Fig. 1: run 1, supply network
Bar = 10 µm. Pins as bars on the die edge.
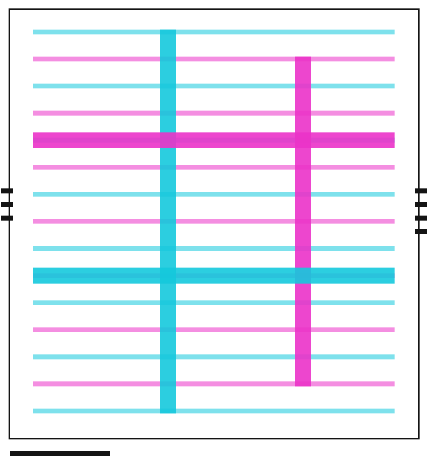
Fig. 2: run 1, cell classes on the final placement
Bar = 10 µm.
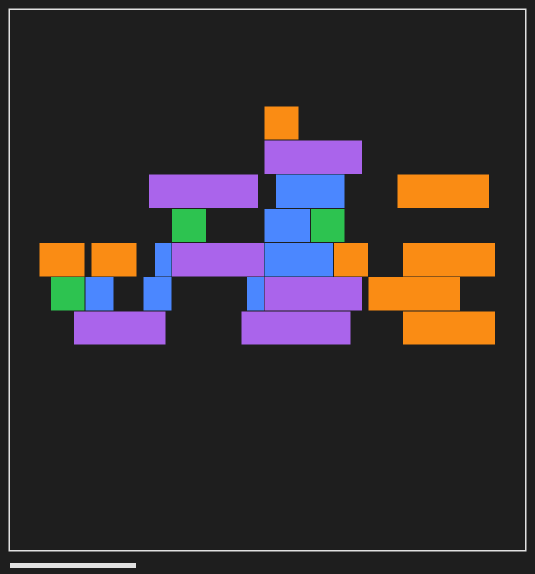
Fig. 3: run 1, clock network drawn from the DEF
Bar = 10 µm.
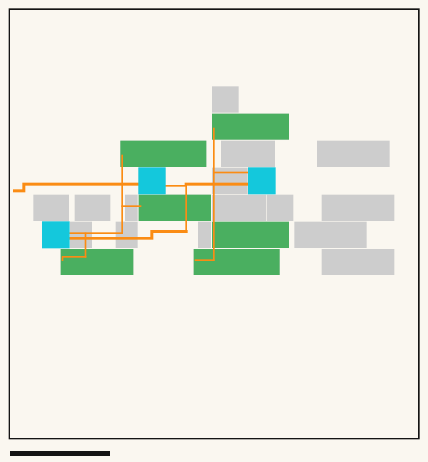
[src/rtl/sync_pkg.sv]
// Shared constants, helpers and types for the synchronizer/filter bank.
package sync_pkg;

   localparam int MIN_STAGES = 2;

   function automatic int cnt_width(int len);
      return $clog2(len + 1);
   endfunction

   typedef enum logic [1:0] {EDGE_NONE, EDGE_RISE, EDGE_FALL} edge_e;

endpackage

[src/rtl/sync_filter_cell.sv]
// One channel: sync chain, consecutive-sample debounce filter, registered edge pulses.
module sync_filter_cell
   import sync_pkg::*;
#(
   parameter int   STAGES     = 2,
   parameter int   FILTER_LEN = 1,
   parameter logic RESET_BIT  = 1'b0
) (
   input  logic clk,
   input  logic n_rst,
   input  logic async_in,
   output logic sync_raw,
   output logic sync_out,
   output logic rise_pulse,
   output logic fall_pulse
);

   localparam int CW = cnt_width(FILTER_LEN);
   localparam logic [CW-1:0] LAST = CW'(FILTER_LEN - 1);

   logic [STAGES-1:0] r_chain;
   logic [CW-1:0]     r_cnt;
   logic              r_out;
   logic              r_rise;
   logic              r_fall;

   logic w_raw;
   logic w_differ;
   logic w_update;

   // NOTE: every flop, sync chain included, reloads the idle level so an idle-high
   // line does not produce a spurious fall as it comes out of reset.
   always_ff @(posedge clk) begin
      if (n_rst) begin
         r_chain <= {STAGES{RESET_BIT}};
      end else begin
         r_chain <= {r_chain[STAGES-2:0], async_in};
      end
   end

   assign w_raw    = r_chain[STAGES-1];
   assign w_differ = (w_raw != r_out);
   assign w_update = w_differ && (r_cnt == LAST);

   // The counter saturates at LAST: reaching it commits the new level and clears it.
   always_ff @(posedge clk) begin
      if (n_rst) begin
         r_out  <= RESET_BIT;
         r_cnt  <= '0;
         r_rise <= 1'b0;
         r_fall <= 1'b0;
      end else begin
         r_rise <= w_update & w_raw;
         r_fall <= w_update & ~w_raw;
         if (!w_differ) begin
            r_cnt <= '0;
         end else if (w_update) begin
            r_out <= w_raw;
            r_cnt <= '0;
         end else begin
            r_cnt <= r_cnt + CW'(1);
         end
      end
   end

   assign sync_raw   = w_raw;
   assign sync_out   = r_out;
   assign rise_pulse = r_rise;
   assign fall_pulse = r_fall;

endmodule

[src/rtl/sync_filter_bank.sv]
// WIDTH independent synchronizer/debounce channels with per-channel idle level.
module sync_filter_bank
   import sync_pkg::*;
#(
   parameter int               WIDTH      = 1,
   parameter int               STAGES     = 2,
   parameter int               FILTER_LEN = 1,
   parameter logic [WIDTH-1:0] RESET_VAL  = '0
) (
   input  logic             clk,
   input  logic             n_rst,
   input  logic [WIDTH-1:0] async_in,
   output logic [WIDTH-1:0] sync_raw,
   output logic [WIDTH-1:0] sync_out,
   output logic [WIDTH-1:0] rise_pulse,
   output logic [WIDTH-1:0] fall_pulse
);

   generate
      if (STAGES < MIN_STAGES) begin : g_bad_stages
         $error("sync_filter_bank: STAGES=%0d is below the minimum of %0d", STAGES, MIN_STAGES);
      end
      if (FILTER_LEN < 1) begin : g_bad_filter
         $error("sync_filter_bank: FILTER_LEN=%0d must be at least 1", FILTER_LEN);
      end
   endgenerate

   for (genvar i = 0; i < WIDTH; i++) begin : g_cell
      sync_filter_cell #(
         .STAGES     (STAGES),
         .FILTER_LEN (FILTER_LEN),
         .RESET_BIT  (RESET_VAL[i])
      ) u_cell (
         .clk        (clk),
         .n_rst      (n_rst),
         .async_in   (async_in[i]),
         .sync_raw   (sync_raw[i]),
         .sync_out   (sync_out[i]),
         .rise_pulse (rise_pulse[i]),
         .fall_pulse (fall_pulse[i])
      );
   end

endmodule

[config.mk]
export PLATFORM = sky130hd
export DESIGN_NAME = sync_filter_bank
export DESIGN_NICKNAME = d
export VERILOG_FILES = /design/src/rtl/sync_pkg.sv /design/src/rtl/sync_filter_cell.sv /design/src/rtl/sync_filter_bank.sv
export SDC_FILE = /design/constraint.sdc
export NUM_CORES = 1
export LEC_CHECK = 0
export CAP_MARGIN = 10
export CORE_AREA = 2 2 39 41
export DETAILED_ROUTE_END_ITERATION = 7
export DIE_AREA = 0 0 41 43
export PLACE_DENSITY = 0.38
export SLEW_MARGIN = 20
export SYNTH_ARGS = -nofsm -noshare
export SYNTH_HDL_FRONTEND = slang
export SYNTH_HIERARCHICAL = 1
export SYNTH_SLANG_ARGS = --single-unit
[constraint.sdc]
create_clock -name clk -period 0.8 [get_ports clk]
set_input_delay 0.12 -clock clk [delete_from_list [all_inputs] [get_ports clk]]
set_output_delay 0.12 -clock clk [all_outputs]
set_load 0.05 [all_outputs]
==> results_dict.tcl, run 1 <==
# place-and-route summary
set metrics [dict create \
    status "finished, violations left" \
    violations "negative setup slack" \
    regMostFlops "g_cell.u_cell/r_chain" \
    cts_made_buffers 3 \
    ff_count 6 \
    cts_sinks 6 \
    fmax_mhz 1170 \
    grt_max_degree 6 \
    seq-power_mw 0.314 \
    antenna_found_initial 0 \
    final-seq-area_um2 130 \
    power_density_mw_per_mm2 1870 \
    grt_pass1_wl_um 510 \
    hold_viol 0 \
    floorplan.nets 16 \
    yosys_warnings 6 \
    path_max_fanout 2 \
    fin_ws_ns -0.0518 \
    path_cells "buf_12" \
    fill_cells 153 \
    p_int_mw 0.511 \
    synthCells 13 \
    critPathCapture "sync_raw" \
    maxCapViolations 0 \
    setup_violations 4 \
    root_buffer "clkbuf_4" \
    numSynthFlops 6 \
    logic_gates 7 \
    routed_wl_um 274 \
    top_power_group "sequential cells" \
    rrSetupSlack_ns 0 \
]
Notes on Fig. 1 above:
legend:
  cyan:
    net: VSS
  magenta:
    net: VDD
met1 rails: 15
signal pins: 7
met5 straps: 2
met4 straps: 2
Die X: 41 µm
core box area: 0.00138 mm²
Vert. Die Dim: 43 µm
Peak VDD IR: 810 µV

Notes on Fig. 2 above:
legend:
  purple:
    class: registers
    cells: 6
  blue:
    class: remaining logic cells
    cells: 7
  orange:
    class: remaining buffers and delay cells
    cells: 8
  green:
    class: clock-net drivers
    cells: 3
Util after Layout: 0.251
cell row count: 14
sequential share of cell area: 0.374
final instance area: 348 µm²

Notes on Fig. 3 above:
legend:
  cyan:
    item: clock-net drivers
    count: 3
  orange:
    item: clock wires
    length: 83.1 µm
  green:
    item: flip-flops
    count: 6
routed clock nets: 4
flops lie: center
Post-Route Skew: 0.000466 ns
power share of the clock group: 0.421
clk pwr: 0.273 mW

## run 1: per-layer routing
metal,vias to the layer above,global-route usage,wire [µm]
met4,0,0.0200,0
met5,-,0,0
met1,61,0.0487,101
met3,0,0.0628,56
met2,11,0.0594,116
li1,64,-,-
## run 1: synthesized netlist by cell type
library cell,count,area (µm²)
nor2_1,1,3.75
mux2i_1,1,10.0
nor4b_1,2,17.5
nor2b_1,2,12.5
dfxtp_1,6,120
conb_1,1,3.75
## run 1: timing repair
action	CTS	global route
buffers inserted	2	0
pin swaps	2	0
cloned	0	0
gates resized	4	0
setup endpoints to repair	4	7
## run 1: cell families after synthesis
| kind of cell | after synthesis | share of synthesized area |
|---|---|---|
| DFF | 6 | 0.716 |
| muxes | 1 | 0.0597 |
| other | 1 | 0.0224 |
| and+or+nand+nor | 5 | 0.201 |
Fig. 4: run 1, signal wires by layer
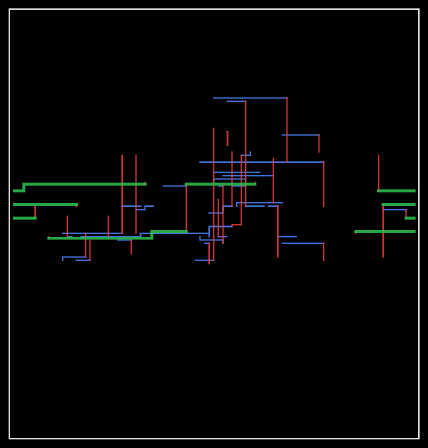

--- run 2 (diff from run 1) ---
--- a/config.mk
+++ b/config.mk
@@ -10,5 +10,5 @@
 export DETAILED_ROUTE_END_ITERATION = 7
 export DIE_AREA = 0 0 41 43
-export PLACE_DENSITY = 0.38
+export PLACE_DENSITY_LB_ADDON = 0.08
 export SLEW_MARGIN = 20
 export SYNTH_ARGS = -nofsm -noshare
==> constraint.sdc (replaced) <==
create_clock -name clk -period 0.8 [get_ports clk]
set_input_delay 0.16 -clock clk [delete_from_list [all_inputs] [get_ports clk]]
set_output_delay 0.16 -clock clk [all_outputs]
set_load 0.05 [all_outputs]
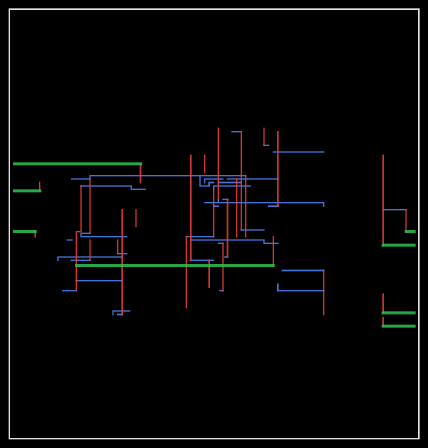
Fig. 5. Signal wires by layer (run 2).
legend:
  blue:
    layer: M1
    wire_length: 115 µm
  red:
    layer: M2
    wire_length: 132 µm
  green:
    layer: M3
    wire_length: 47.2 µm
WL per Instance: 7.35 µm
via count: 130
DRT Wirelength: 294 µm
gr usage total: 0.0493

==> run 2 against run 1 <==
Effect of this change:
- the run still ends with negative setup slack left
- cell count stayed put
- final area stayed put
- highest routed layer unchanged
- combinational power hardly changed
- synthesized cell count stayed put
- sequential share of layout area stayed put
- worst setup slack worse by 0.040 ns
==> results_dict.tcl, run 2 <==
# place-and-route summary
set metrics [dict create \
    status "finished, violations left" \
    violations "negative setup slack" \
    fin_ws_ns -0.0923 \
    synth-edff-count 0 \
    yosysTopAreaCell "dfxtp_1" \
    synth-xor-area-share 0 \
    maxCapViolations 0 \
    die_x_um 41 \
    p_int_mw 0.511 \
    synth_top_cell_by_count "dfxtp_1" \
    die_h_um 43 \
    cts_made_buffers 3 \
    coreArea_mm2 0.00138 \
    path_cells "buf_12" \
    fin_util 0.251 \
    floorplan.nets 16 \
    grt_pass1_wl_um 517 \
    rrSetupSlack_ns 0 \
    cts_sinks 6 \
    power_density_mw_per_mm2 1890 \
    simple_gate_area_frac 0.201 \
    common_cells "dfxtp_1, nor2b_1, nor4b_1" \
    rows 14 \
    antenna_found_initial 0 \
    fill_cells 150 \
    root_buffer "clkbuf_4" \
    top_cells_by_area "dfxtp_1, nor4b_1, nor2b_1" \
    ys_sh_mux 0.0597 \
    async_flop_share 0 \
    grt_max_degree 6 \
    numSynthFlops 6 \
    finalInstanceArea_um2 348 \
    aoi_share 0 \
    synthCells 13 \
    setup_violations 5 \
    hold_viol 0 \
    adder_share 0 \
    clock_skew_ns 0.000213 \
    p_clk_mw 0.279 \
    synth.comb.largest_family "simple AND/OR/NAND/NOR gates" \
]
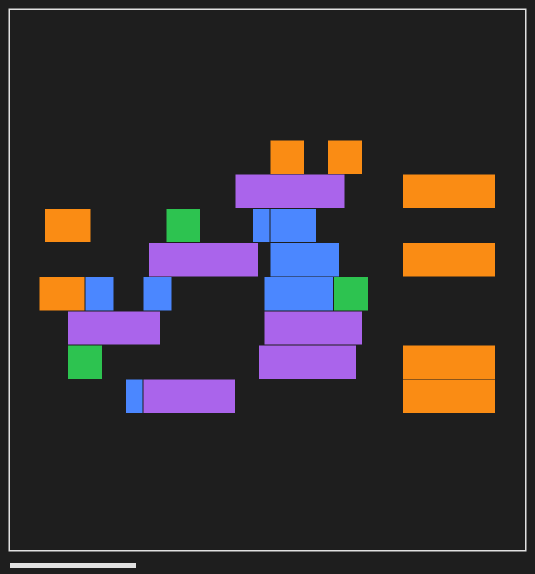
Fig. 6. Cell classes on the final placement (run 2).
Bar = 10 µm.
legend:
  purple:
    class: registers
    cells: 6
  orange:
    class: remaining buffers and delay cells
    cells: 8
  blue:
    class: remaining logic cells
    cells: 7
  green:
    class: clock-net drivers
    cells: 3

==> run 2: cell counts in the layout (fill, tap and decap cells not counted) <==
Identical to the previous run, type by type.
==> run 2: area by class of cell <==
class                           count  area (µm²)  share of cell area
Clock buffer                        3        22.5              0.0647
Sequential cell                     6         130               0.374
Multi-Input combinational cell      7        60.1               0.173
Tap cell                           16        20.0              0.0576
Timing Repair Buffer                8         115               0.331
==> run 2: timing repair <==
action,in CTS,in global routing
endpoints found under the setup margin,4,7
setup buffers,2,0
gates cloned,0,0
pin swaps,2,0
gates resized,4,0
==> run 2: routing by layer <==
metal / vias to the layer above / global-route usage / wire length (µm)
met5: - / 0 / 0
li1: 65 / - / -
met3: 0 / 0.0628 / 47
met2: 9 / 0.0656 / 132
met4: 0 / 0.0200 / 0
met1: 56 / 0.0422 / 114
Power and IR drop assume default switching activity.
